<file path="src/rtl/sha256_pkg.sv">
// ============================================================================
// Module  : sha256_pkg
// Purpose : Shared SHA-256 message-schedule constants, FSM encoding and sigmas.
// Rev     : 1.0
// ============================================================================
`default_nettype none

package sha256_pkg;

  localparam int SHA256_WIN    = 16;
  localparam int SHA256_ROUNDS = 64;

  localparam int S0_ROT_A = 7;
  localparam int S0_ROT_B = 18;
  localparam int S0_SHR   = 3;
  localparam int S1_ROT_A = 17;
  localparam int S1_ROT_B = 19;
  localparam int S1_SHR   = 10;

  typedef enum logic [0:0] {
    ST_IDLE = 1'b0,
    ST_RUN  = 1'b1
  } sched_state_t;

  function automatic logic [31:0] rotr(input logic [31:0] x, input int n);
    return (x >> n) | (x << (32 - n));
  endfunction

  function automatic logic [31:0] sigma0(input logic [31:0] x);
    return rotr(x, S0_ROT_A) ^ rotr(x, S0_ROT_B) ^ (x >> S0_SHR);
  endfunction

  function automatic logic [31:0] sigma1(input logic [31:0] x);
    return rotr(x, S1_ROT_A) ^ rotr(x, S1_ROT_B) ^ (x >> S1_SHR);
  endfunction

endpackage

`default_nettype wire

</file>
<file path="src/rtl/sha256_w_step.sv">
// ============================================================================
// Module  : sha256_w_step
// Purpose : One combinational SHA-256 schedule step: W[t] from W[t-16..t-2].
// Rev     : 1.0
// ============================================================================
`default_nettype none

module sha256_w_step
  import sha256_pkg::*;
(
  input  logic [31:0] w0_i,
  input  logic [31:0] w1_i,
  input  logic [31:0] w9_i,
  input  logic [31:0] w14_i,
  output logic [31:0] new_o
);

  assign new_o = sigma1(w14_i) + w9_i + sigma0(w1_i) + w0_i;

endmodule

`default_nettype wire

</file>
<file path="src/rtl/sha256_w_sched_ctrl.sv">
// ============================================================================
// Module  : sha256_w_sched_ctrl
// Purpose : Streams NUM_W SHA-256 schedule words per block over valid/ready.
// Rev     : 1.0
// ============================================================================
`default_nettype none

module sha256_w_sched_ctrl
  import sha256_pkg::*;
#(
  parameter int NUM_W = 64
) (
  input  logic         CLK,
  input  logic         RST,
  input  logic         block_valid,
  input  logic [511:0] block_in,
  output logic         block_ready,
  output logic         w_valid,
  input  logic         w_ready,
  output logic [31:0]  w_out,
  output logic [5:0]   w_idx,
  output logic         busy,
  output logic         done
);

  localparam logic [5:0] LAST_IDX = 6'(NUM_W - 1);

  if (NUM_W < 17 || NUM_W > SHA256_ROUNDS) begin : g_bad_num_w
    $error("sha256_w_sched_ctrl: NUM_W must lie in 17..64");
  end

  sched_state_t state_q;
  logic [31:0]  win_q [SHA256_WIN];
  logic [5:0]   cnt_q;
  logic [5:0]   cnt_d;
  logic         done_q;
  logic [31:0]  w_new;
  logic         w_hs;

  sha256_w_step u_step (
    .w0_i  (win_q[0]),
    .w1_i  (win_q[1]),
    .w9_i  (win_q[9]),
    .w14_i (win_q[14]),
    .new_o (w_new)
  );

  assign w_hs  = (state_q == ST_RUN) && w_ready;
  assign cnt_d = cnt_q + 6'd1;

  always_ff @(posedge CLK or posedge RST) begin
    if (RST) begin
      state_q <= ST_IDLE;
      cnt_q   <= '0;
      done_q  <= 1'b0;
      for (int i = 0; i < SHA256_WIN; i++) begin
        win_q[i] <= '0;
      end
    end else begin
      done_q <= 1'b0;
      case (state_q)
        ST_IDLE: begin
          if (block_valid) begin
            for (int i = 0; i < SHA256_WIN; i++) begin
              win_q[i] <= block_in[511 - 32*i -: 32];
            end
            cnt_q   <= '0;
            state_q <= ST_RUN;
          end
        end
        ST_RUN: begin
          if (w_hs) begin
            for (int i = 0; i < SHA256_WIN - 1; i++) begin
              win_q[i] <= win_q[i+1];
            end
            win_q[SHA256_WIN-1] <= w_new;
            // The final handshake parks the counter at 0 so IDLE reads idx 0.
            if (cnt_q == LAST_IDX) begin
              cnt_q   <= '0;
              state_q <= ST_IDLE;
              done_q  <= 1'b1;
            end else begin
              cnt_q <= cnt_d;
            end
          end
        end
        default: state_q <= ST_IDLE;
      endcase
    end
  end

  assign block_ready = (state_q == ST_IDLE);
  assign w_valid     = (state_q == ST_RUN);
  assign busy        = (state_q == ST_RUN);
  assign done        = done_q;
  assign w_out       = (state_q == ST_RUN) ? win_q[0] : 32'd0;
  assign w_idx       = (state_q == ST_RUN) ? cnt_q : 6'd0;

endmodule

`default_nettype wire

</file>
<file path="config.mk">
export PLATFORM = sky130hd
export DESIGN_NAME = sha256_w_sched_ctrl
export DESIGN_NICKNAME = d
export VERILOG_FILES = /design/src/rtl/sha256_pkg.sv /design/src/rtl/sha256_w_step.sv /design/src/rtl/sha256_w_sched_ctrl.sv
export SDC_FILE = /design/constraint.sdc
export NUM_CORES = 2
export LEC_CHECK = 0
export ABC_CLOCK_PERIOD_IN_PS = 49100
export CAP_MARGIN = 25
export CORE_MARGIN = 2
export CORE_UTILIZATION = 40
export CTS_BUF_LIST = sky130_fd_sc_hd__clkbuf_8
export CTS_CLUSTER_SIZE = 40
export DETAILED_ROUTE_END_ITERATION = 10
export HOLD_SLACK_MARGIN = 0.06
export PLACE_DENSITY = 0.65
export SLEW_MARGIN = 20
export SYNTH_ARGS = -nofsm -noshare
export SYNTH_HDL_FRONTEND = slang
export SYNTH_SLANG_ARGS = --single-unit
</file>
<file path="constraint.sdc">
create_clock -name CLK -period 49.1 [get_ports CLK]
set_input_delay 4.91 -clock CLK [delete_from_list [all_inputs] [get_ports CLK]]
set_output_delay 4.91 -clock CLK [all_outputs]
set_load 0.05 [all_outputs]
</file>
### Drive-strength map

Scale bar: 100 um.
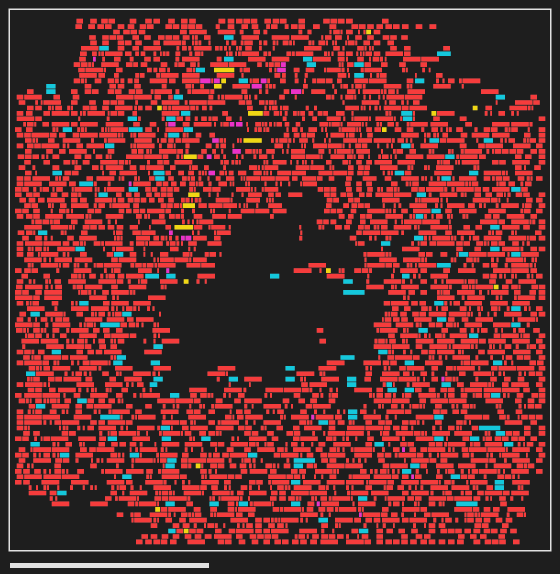
Magenta shows drive 2, cells 26, most used clkinv_2. Cyan shows drive 6 and up, cells 133, most used clkbuf_8. Red shows drive 1 or less, cells 3,209, most used clkdlybuf4s50_1. Yellow shows drive 3 to 4, cells 20, most used buf_4.

### Signal wires on met2

Scale bar: 100 um. Cells faint in the background.
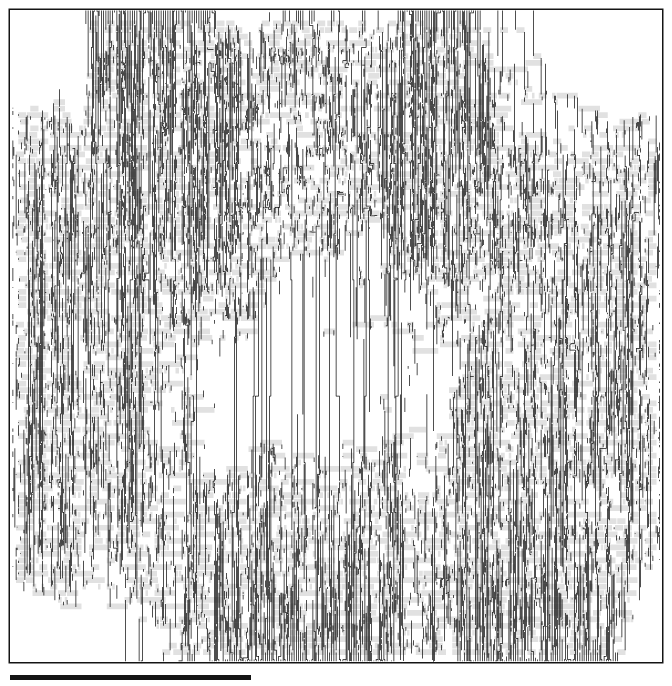
The wires run mostly vertical. The longest straight run is 139 um. 3,122 nets have wire on it. The layer carries 45.7 mm of wire.

### Zoomed window

Scale bar: 10 um. Window x 115 to 155, y 61 to 101 um. Cells in grey, sequential cells in the stronger grey; small squares are vias.
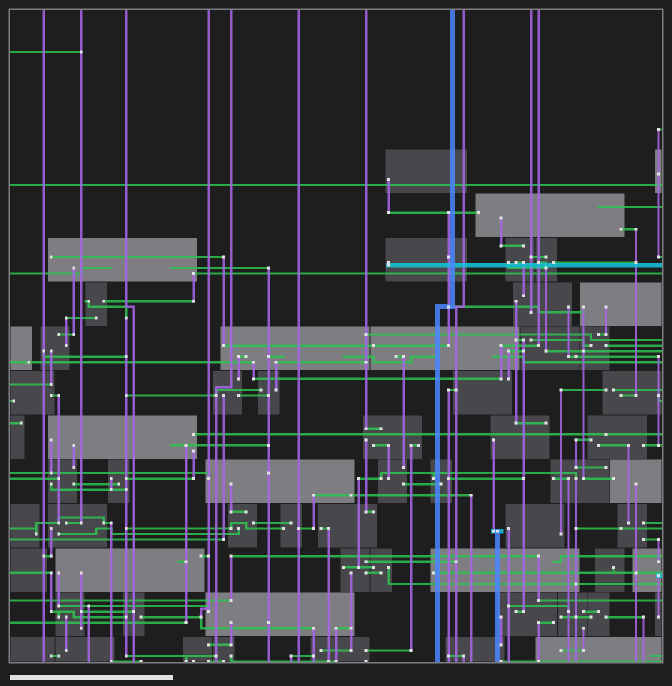
Purple shows met2. Cyan shows met3. Green shows met1. Blue shows met4.
55 logic cells have their middle in the window. Most frequent: o21ai_0 (12), mux2i_1 (11), dfrtp_1 (11). Sequential cells in the window: 11. Netlist names of flops here include win_q (11).

==> impl_metrics.xml <==
<?xml version="1.0" encoding="UTF-8"?>
<metrics>
  <group name="status">
    <metric name="status" unit="">complete, no violations</metric>
  </group>
  <group name="die">
    <metric name="coreArea" unit="sq mm">0.0703</metric>
    <metric name="io_pins" unit="">558</metric>
    <metric name="floorplan.die.height" unit="um">271</metric>
  </group>
  <group name="logic_synthesis">
    <metric name="synth-area-yosys" unit="sq mm">0.0285</metric>
    <metric name="synth_seq_share" unit="">0.457</metric>
    <metric name="flop_cell" unit="">sky130_fd_sc_hd__dfrtp_1</metric>
    <metric name="synthesis.instances" unit="">2892</metric>
    <metric name="netlist.top_cell.by_instances" unit="">sky130_fd_sc_hd__dfrtp_1</metric>
    <metric name="ys_cells" unit="">2892</metric>
    <metric name="yosysWarningCount" unit="">0</metric>
    <metric name="fp_nets" unit="">3502</metric>
    <metric name="syn_area_per_cell" unit="sq um">9.85</metric>
    <metric name="yosys.area_share.simple" unit="">0.0893</metric>
  </group>
  <group name="critical_path">
    <metric name="worst_path_largest_cell_delay" unit="ns">0.87</metric>
    <metric name="crit_path_start_kind" unit="">primary input</metric>
    <metric name="r2r_cells" unit="">8</metric>
    <metric name="critPathCaptureType" unit="">flip-flop</metric>
    <metric name="worst-path-buf-inv" unit="">5</metric>
  </group>
  <group name="timing">
    <metric name="max_clock_freq" unit="GHz">0.114</metric>
    <metric name="timing.clock.skew" unit="ns">0.0324</metric>
    <metric name="slew_headroom" unit="">0.237</metric>
    <metric name="report.final.slew_viol_count" unit="">0</metric>
  </group>
  <group name="cells_and_area">
    <metric name="layout_top_cells_excl_fill_tap" unit="">557 x sky130_fd_sc_hd__clkdlybuf4s50_1, 519 x sky130_fd_sc_hd__dfrtp_1, 514 x sky130_fd_sc_hd__o21ai_0</metric>
    <metric name="area_delta_synth_final" unit="%">27.8</metric>
    <metric name="layout_top_cell_excl_fill_tap" unit="">sky130_fd_sc_hd__clkdlybuf4s50_1</metric>
    <metric name="nNetsFinal" unit="">3933</metric>
  </group>
  <group name="placement">
    <metric name="placedInstanceArea" unit="sq mm">0.0344</metric>
    <metric name="hpwl" unit="mm">77.0</metric>
  </group>
  <group name="clocking">
    <metric name="cts.path.max_buffers" unit="">3</metric>
    <metric name="htree_num_levels" unit="">3</metric>
    <metric name="number_of_gates_given_a_new_drive_strength_after_cts" unit="">0</metric>
    <metric name="clock_root_buffer" unit="">sky130_fd_sc_hd__clkbuf_8</metric>
    <metric name="number_of_buffers_added_to_fix_hold_violations_after_cts" unit="">0</metric>
  </group>
  <group name="drt">
    <metric name="routed_wl" unit="mm">100</metric>
    <metric name="vias_per_cell" unit="">5.05</metric>
    <metric name="wl_per_cell" unit="um">23.1</metric>
    <metric name="drtAntennaViolNets" unit="">0</metric>
  </group>
  <group name="grt">
    <metric name="grt_overflow" unit="">0</metric>
    <metric name="grt_antenna_before_repair" unit="">30</metric>
  </group>
  <group name="power">
    <metric name="power_density" unit="mW/mm^2">64.6</metric>
    <metric name="static-leakage-power" unit="nW">18.6</metric>
  </group>
  <group name="min_path">
    <metric name="min_to" unit="">win_q[171]</metric>
  </group>
  <group name="run">
    <metric name="drv.max_cap_violation_count" unit="">0</metric>
  </group>
</metrics>
## report_power, final
part | leakage (nW) | total, W | switching, W | internal (W)
clock network | 1.08 | 0.000421 | 0.000191 | 0.000230
registers | 6.83 | 0.000661 | 0.000119 | 0.000542
logic | 10.7 | 0.00127 | 0.000766 | 0.000504
total | 18.6 | 0.00235 | 0.00108 | 0.00128
## worst max-delay path by stage
| stage | depth (start not counted) | to | startpoint | slack (ns) |
|---|---|---|---|---|
| 2_1_floorplan | 1 | busy | RST | 29.66 |
| 3_3_place_gp | 6 | win_q[351] | RST | 39.37 |
| 3_5_place_dp | 6 | win_q[351] | RST | 39.37 |
| 4_1_cts | 6 | win_q[503] | RST | 40.12 |
| 5_1_grt | 8 | win_q[263] | w_ready | 39.94 |
| 6_report | 8 | win_q[257] | w_ready | 40.30 |
## registers in the layout, summed over array words and instances (netlist names)
register	cells
cnt_q	6
win_q	512
busy	1
done	1
## layout make-up
type | count | area [sq um] | share of cell area
sequential | 520 | 13000 | 0.358
multi-input combinational | 1994 | 13900 | 0.382
clock buffer | 113 | 1560 | 0.0427
tap | 940 | 1180 | 0.0323
timing repair buffer | 578 | 5850 | 0.161
antenna | 16 | 40.0 | 0.00110
clock inverter | 45 | 343 | 0.00942
inverter | 138 | 526 | 0.0144
## cell families after synthesis
| family | count (synthesis) |
|---|---|
| and+or+nand+nor | 627 |
| AOI/OAI and AO/OA | 636 |
| xor gates and xnor gates | 145 |
| adders and majority gates | 94 |
| muxes | 492 |
| DFF | 520 |
| buffers and inverters | 378 |
## metal layers
metal,up-vias,track usage
met1,10400,0.354
met3,160,0.0800
met2,757,0.422
met5,-,0
met4,30,0.0980
li1,10600,-
Power and IR drop assume default switching activity.
